==> images/wires.png <==
Scale bar: 10 microns. Two of the layers only.
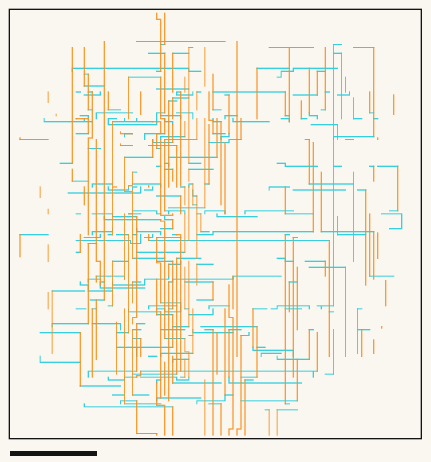
==> images/clocks.png <==
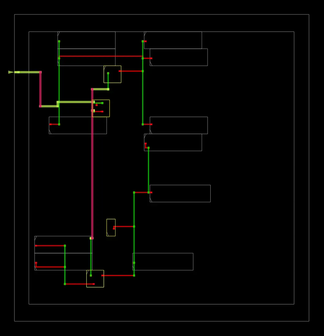
==> images/power_grid.png <==
Scale bar: 10 microns. Pins as bars on the die edge.
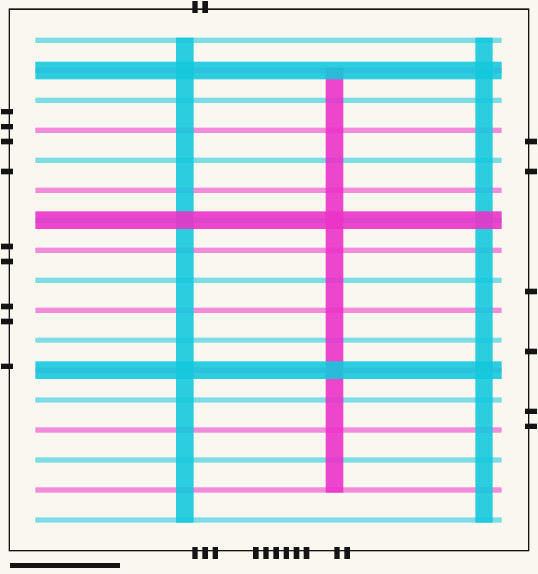
==> images/layer_met3.png <==
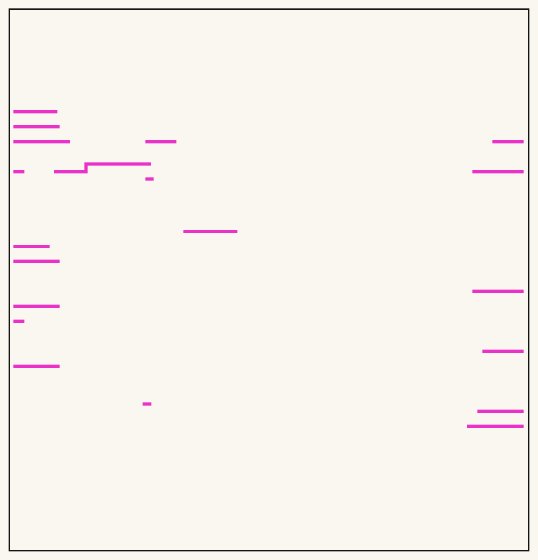
File: src/rtl/qam_mapper_controller.sv
// 16-QAM transmit mapper: pops bytes from a show-ahead FIFO, emits two Gray-mapped I/Q pairs per byte.
// Optional SYM_COUNT_EN adds a saturating per-frame count of pushed symbols on sym_count.
module qam_mapper_controller #(
  parameter int DATA_W  = 8,
  parameter int LEVEL_W = 3
) (
  input  logic                      dclk,
  input  logic                      reset,
  input  logic                      enable,
  input  logic                      start,
  input  logic                      rdempty,
  input  logic [DATA_W-1:0]         din,
  output logic                      read_enable,
  input  logic                      wfull,
  output logic                      write_enable,
  output logic signed [LEVEL_W-1:0] i_out,
  output logic signed [LEVEL_W-1:0] q_out,
  output logic                      available,
  output logic                      complete,
  output logic [1:0]                state,
  output logic [1:0]                nextstate
`ifdef SYM_COUNT_EN
  ,
  output logic [15:0]               sym_count
`endif
);

  typedef enum logic [1:0] {
    IDLE = 2'b00,
    LOAD = 2'b01,
    MAP  = 2'b10,
    DONE = 2'b11
  } state_e;

  state_e            state_q, state_d;
  logic [DATA_W-1:0] shreg_q, shreg_d;
  logic              sym_cnt_q, sym_cnt_d;
  logic              rd, wr;

  function automatic logic signed [LEVEL_W-1:0] gray(input logic [1:0] f);
    case (f)
      2'b00:   gray = LEVEL_W'(-3);
      2'b01:   gray = LEVEL_W'(-1);
      2'b11:   gray = LEVEL_W'(1);
      default: gray = LEVEL_W'(3);
    endcase
  endfunction

  // enable gates every transition, so a frozen FSM still reports its held state as nextstate
  always_comb begin
    state_d   = state_q;
    shreg_d   = shreg_q;
    sym_cnt_d = sym_cnt_q;
    rd        = 1'b0;
    wr        = 1'b0;
    case (state_q)
      IDLE: if (enable && start) state_d = LOAD;
      LOAD: if (enable) begin
        if (!rdempty) begin
          rd        = 1'b1;
          shreg_d   = din;
          sym_cnt_d = 1'b0;
          state_d   = MAP;
        end else begin
          state_d = DONE;
        end
      end
      MAP: if (enable && !wfull) begin
        wr = 1'b1;
        if (!sym_cnt_q) begin
          shreg_d   = {shreg_q[DATA_W-5:0], 4'b0000};
          sym_cnt_d = 1'b1;
        end else begin
          state_d = LOAD;
        end
      end
      DONE: if (enable && !start) state_d = IDLE;
      default: state_d = IDLE;
    endcase
  end

  always_ff @(posedge dclk or posedge reset) begin
    if (reset) begin
      state_q   <= IDLE;
      shreg_q   <= '0;
      sym_cnt_q <= 1'b0;
    end else begin
      state_q   <= state_d;
      shreg_q   <= shreg_d;
      sym_cnt_q <= sym_cnt_d;
    end
  end

  assign read_enable  = rd;
  assign write_enable = wr;
  assign available    = (state_q == IDLE);
  assign complete     = (state_q == DONE);
  assign state        = state_q;
  assign nextstate    = state_d;
  assign i_out        = (state_q == MAP) ? gray(shreg_q[DATA_W-1:DATA_W-2]) : '0;
  assign q_out        = (state_q == MAP) ? gray(shreg_q[DATA_W-3:DATA_W-4]) : '0;

`ifdef SYM_COUNT_EN
  logic [15:0] sym_count_q;

  always_ff @(posedge dclk or posedge reset) begin
    if (reset)
      sym_count_q <= '0;
    else if (state_q == IDLE && state_d == LOAD)
      sym_count_q <= '0;
    else if (wr && sym_count_q != 16'hFFFF)
      sym_count_q <= sym_count_q + 16'd1;
  end

  assign sym_count = sym_count_q;
`endif

endmodule

File: config.mk
export PLATFORM = sky130hd
export DESIGN_NAME = qam_mapper_controller
export DESIGN_NICKNAME = d
export VERILOG_FILES = /design/src/rtl/qam_mapper_controller.sv
export SDC_FILE = /design/constraint.sdc
export NUM_CORES = 1
export LEC_CHECK = 0
export ABC_AREA = 1
export CAP_MARGIN = 30
export CORE_AREA = 2 2 45 47
export DETAILED_ROUTE_END_ITERATION = 6
export DIE_AREA = 0 0 47 49
export HOLD_SLACK_MARGIN = 0.12
export PLACE_DENSITY_LB_ADDON = 0.2
export SLEW_MARGIN = 0
export SYNTH_ARGS = -nofsm -noshare
export SYNTH_HDL_FRONTEND = slang
export SYNTH_SLANG_ARGS = --single-unit
File: constraint.sdc
create_clock -name dclk -period 1.35 [get_ports dclk]
set_input_delay 0.3375 -clock dclk [delete_from_list [all_inputs] [get_ports dclk]]
set_output_delay 0.3375 -clock dclk [all_outputs]
set_load 0.02 [all_outputs]
==> flow_summary_export.csv <==
group,metric,value,unit
outcome,outcome,"finished, violations left",
outcome,violations,"setup timing",
final_timing,worst_slew_pin_slew,0.414,ns
final_timing,holdWs,0.344,ns
yosys,synthesis.instances,97,
yosys,synthMuxAreaShare,0,%
yosys,synth_flops,11,
drt,highest_layer,"met4",
global_route,busiest_layer,"met2",
global_route,use_met2,26.7,%
finish,logic_area,518,sq um
critical_path,crit_type,"flop to primary output",
min_path,hp-class,"input pin to asynchronous set/reset pin",
yosys,top_cell_area_share,38.2,%
yosys,xor_area_share,0,%
final_timing,timing.final.ws_setup,-0.353,ns
yosys,flop_cell,"dfrtp_1",
finish,final_util,74.5,%
finish,final_cell_mix,"37 x nand2_1, 23 x buf_4, 13 x buf_6",
global_route,antenna_found_initial,0,
drt,detail-route-antenna-nets,0,
critical_path,ff2ff_setup_slack,-0.05,ns
finish,nets,171,
pwr,comb-power,2190,uW
final_timing,fin_setup_tns,-3.36,ns
yosys,area_leaders,"dfrtp_1 38%, nand2_1 21%, ha_1 10%, nand2_4 7.8%, inv_1 5.2%",
critical_path,worstSetupStartpoint,"state[0]",
yosys,yosysWarnings,0,
floorplanning,rows,16,
pwr,comb_power_share,71.9,%
drt,avgRoutedWirePerCell,9.91,microns
final_timing,hold_violations,0,
yosys,ys_sh_aoi,1.39,%
drt,wl_met1,671,microns
final_timing,setup_viol,21,
clocking,cts_tree,"done",
final_timing,rsz0062_at_grt,"true",
yosys,synthAdderAreaFrac,10.4,%
yosys,ys_cells,97,
global_route,grt_pass1_wl,2690,microns
place,numPortBuffers,27,
clocking,post_cts_resize_count,102,
clocking,cts_buffers,3,
yosys,ys_seq_share,38.2,%
run,cap_viol_max_count,0,
pwr,top_power_group,"combinational logic",
yosys,most_common_cell,"nand2_1",
drt,met3WireLength,68,microns
pwr,p_per_area,2230,nW/um^2
place,dp_cells,163,
clocking,clock_path_buffers,2,
critical_path,critPathLaunchType,"flop",
place,pre_cts_ws,-1.03,ns
global_route,first_global_vias,665,
yosys,fp_nets,117,
pwr,p_total,3050,uW
pwr,p_seq_share,20.6,%
drt,post_drt_via_cell_ratio,4.33,
yosys,syn_area,721,sq um
floorplanning,die-area,2300,sq um
finish,nFillCells,152,
clocking,numClockSinks,11,
finish,area_growth,90.3,%
critical_path,critPathCaptureType,"primary output",
clocking,insertion_delay,0.27,ns
place,dpl-instance-area,1160,sq um
global_route,use_met1,20.2,%
yosys,avgSynthCellArea,7.43,sq um
global_route,grt_max_degree,12,
pwr,powerSeq,629,uW
global_route,grt_overflow,0,
drt,drt-pass1-iter-count,4,
finish,n_antenna_cell,0,
pwr,p_int,1700,uW
finish,drive_above_1_share,52.0,%
critical_path,endpoint,"nextstate[0]",
drt,drt_iter0_drc,5,
clocking,cts_hold_buffers,0,
finish,final_area,1370,sq um
clocking,path_clk_slew,0.07,ns
yosys,yosys_area,721,sq um
final_timing,max_slew_margin,72.3,%
pwr,p_leak,0.000711,uW
final_timing,period_used_share,126,%
floorplanning,io_pins,28,
finish,regArea,278,sq um
finish,finalNonFillerCells,177,
yosys,synth-edff-count,0,
drt,met2_wirelength,984,microns
final_timing,max_freq,587,MHz
critical_path,cp.arrival,1.37,ns
pwr,p_sw_share,44.2,%
final_timing,maxSlewViolCount,0,
finish,final_layout_top_logic_cell,"nand2_1",
yosys,yosys.area_share.simple,41.1,%
place,hpwlAfterDp,1270,microns
critical_path,r2r_start,"state[0]",
pwr,p_switching,1350,uW
clocking,clockRootBuffer,"clkbuf_4",
critical_path,required,1.01,ns
pwr,pwr-share-clk,7.5,%
clocking,cts_setup_buffers,10,
floorplanning,initial_utilization,39.1,%
critical_path,rr_endpoint,"shreg_q[2]",
yosys,netlist_logic_family_top,"simple AND/OR/NAND/NOR gates",
critical_path,crit_path_max_fanout,4,
yosys,synthTopCellsByCount,"40 x nand2_1, 11 x dfrtp_1, 10 x inv_1, 7 x nor2_1",
final_timing,post-route-min-period,1.70,ns
critical_path,r2r_cells,9,
yosys,largest_area_cell,"dfrtp_1",
drt,route.detailed.drc,0,
yosys,synth_cell_type_count,14,
clocking,ctsHtreeMaxLevel,1,
run,warnings,33,
yosys,synthArstFlopShare,100,%
place,gp_congestion,0.815,
About wires.png:
metal 2 -> orange  # wire length 985 microns
metal 1 -> cyan  # wire length 671 microns
aggregate global-route resource usage: 16.2%
final WL: 1750 microns

About clocks.png:
registers: 11
clock skew: 0.00658 ns
Clock Power: 229 uW

About power_grid.png:
VSS -> cyan
VDD -> magenta
met5 straps = 3
met4 straps = 3
signal pins = 28
rows = 16
met1 rails = 17
Die Wd: 47 microns
VDD IR max: 1.37 mV
Core Area: 1840 sq um

About layer_met3.png:
share of all routed wire = 3.9%
main direction = horizontal
longest straight run = 5.80 microns
wire length on this layer = 68.8 microns
nets with wire on the layer = 17
vias: 766
met3 Usage GRT: 2.22%

worst max-delay path, stage by stage (launching register included):
cell and delay (ns):
dfrtp_2 0.41, buf_6 0.13, nor2_4 0.14, nand2_4 0.07, inv_4 0.06, nand2_2 0.03
nand4_1 0.11, buf_6 0.13
state kept, by name (all words and copies together) (netlist names):
register,flops
shreg_q,8
state,2
sym_cnt_q,1
logic make-up (layout without fill, tap and decap cells):
family | count (synthesis) | count (layout)
adders and majority gates | 6 | 6
AOI/OAI and AO/OA | 2 | 2
and+or+nand+nor | 63 | 63
buffers and inverters | 15 | 68
DFF | 11 | 11
final cells by class:
class	count	share of cell area (%)
clock buffer	4	1.92
inverter	13	3.92
multi-input combinational	71	37.8
sequential	11	20.3
tap	27	2.46
timing repair buffer	51	33.7
Power and IR drop assume default switching activity.
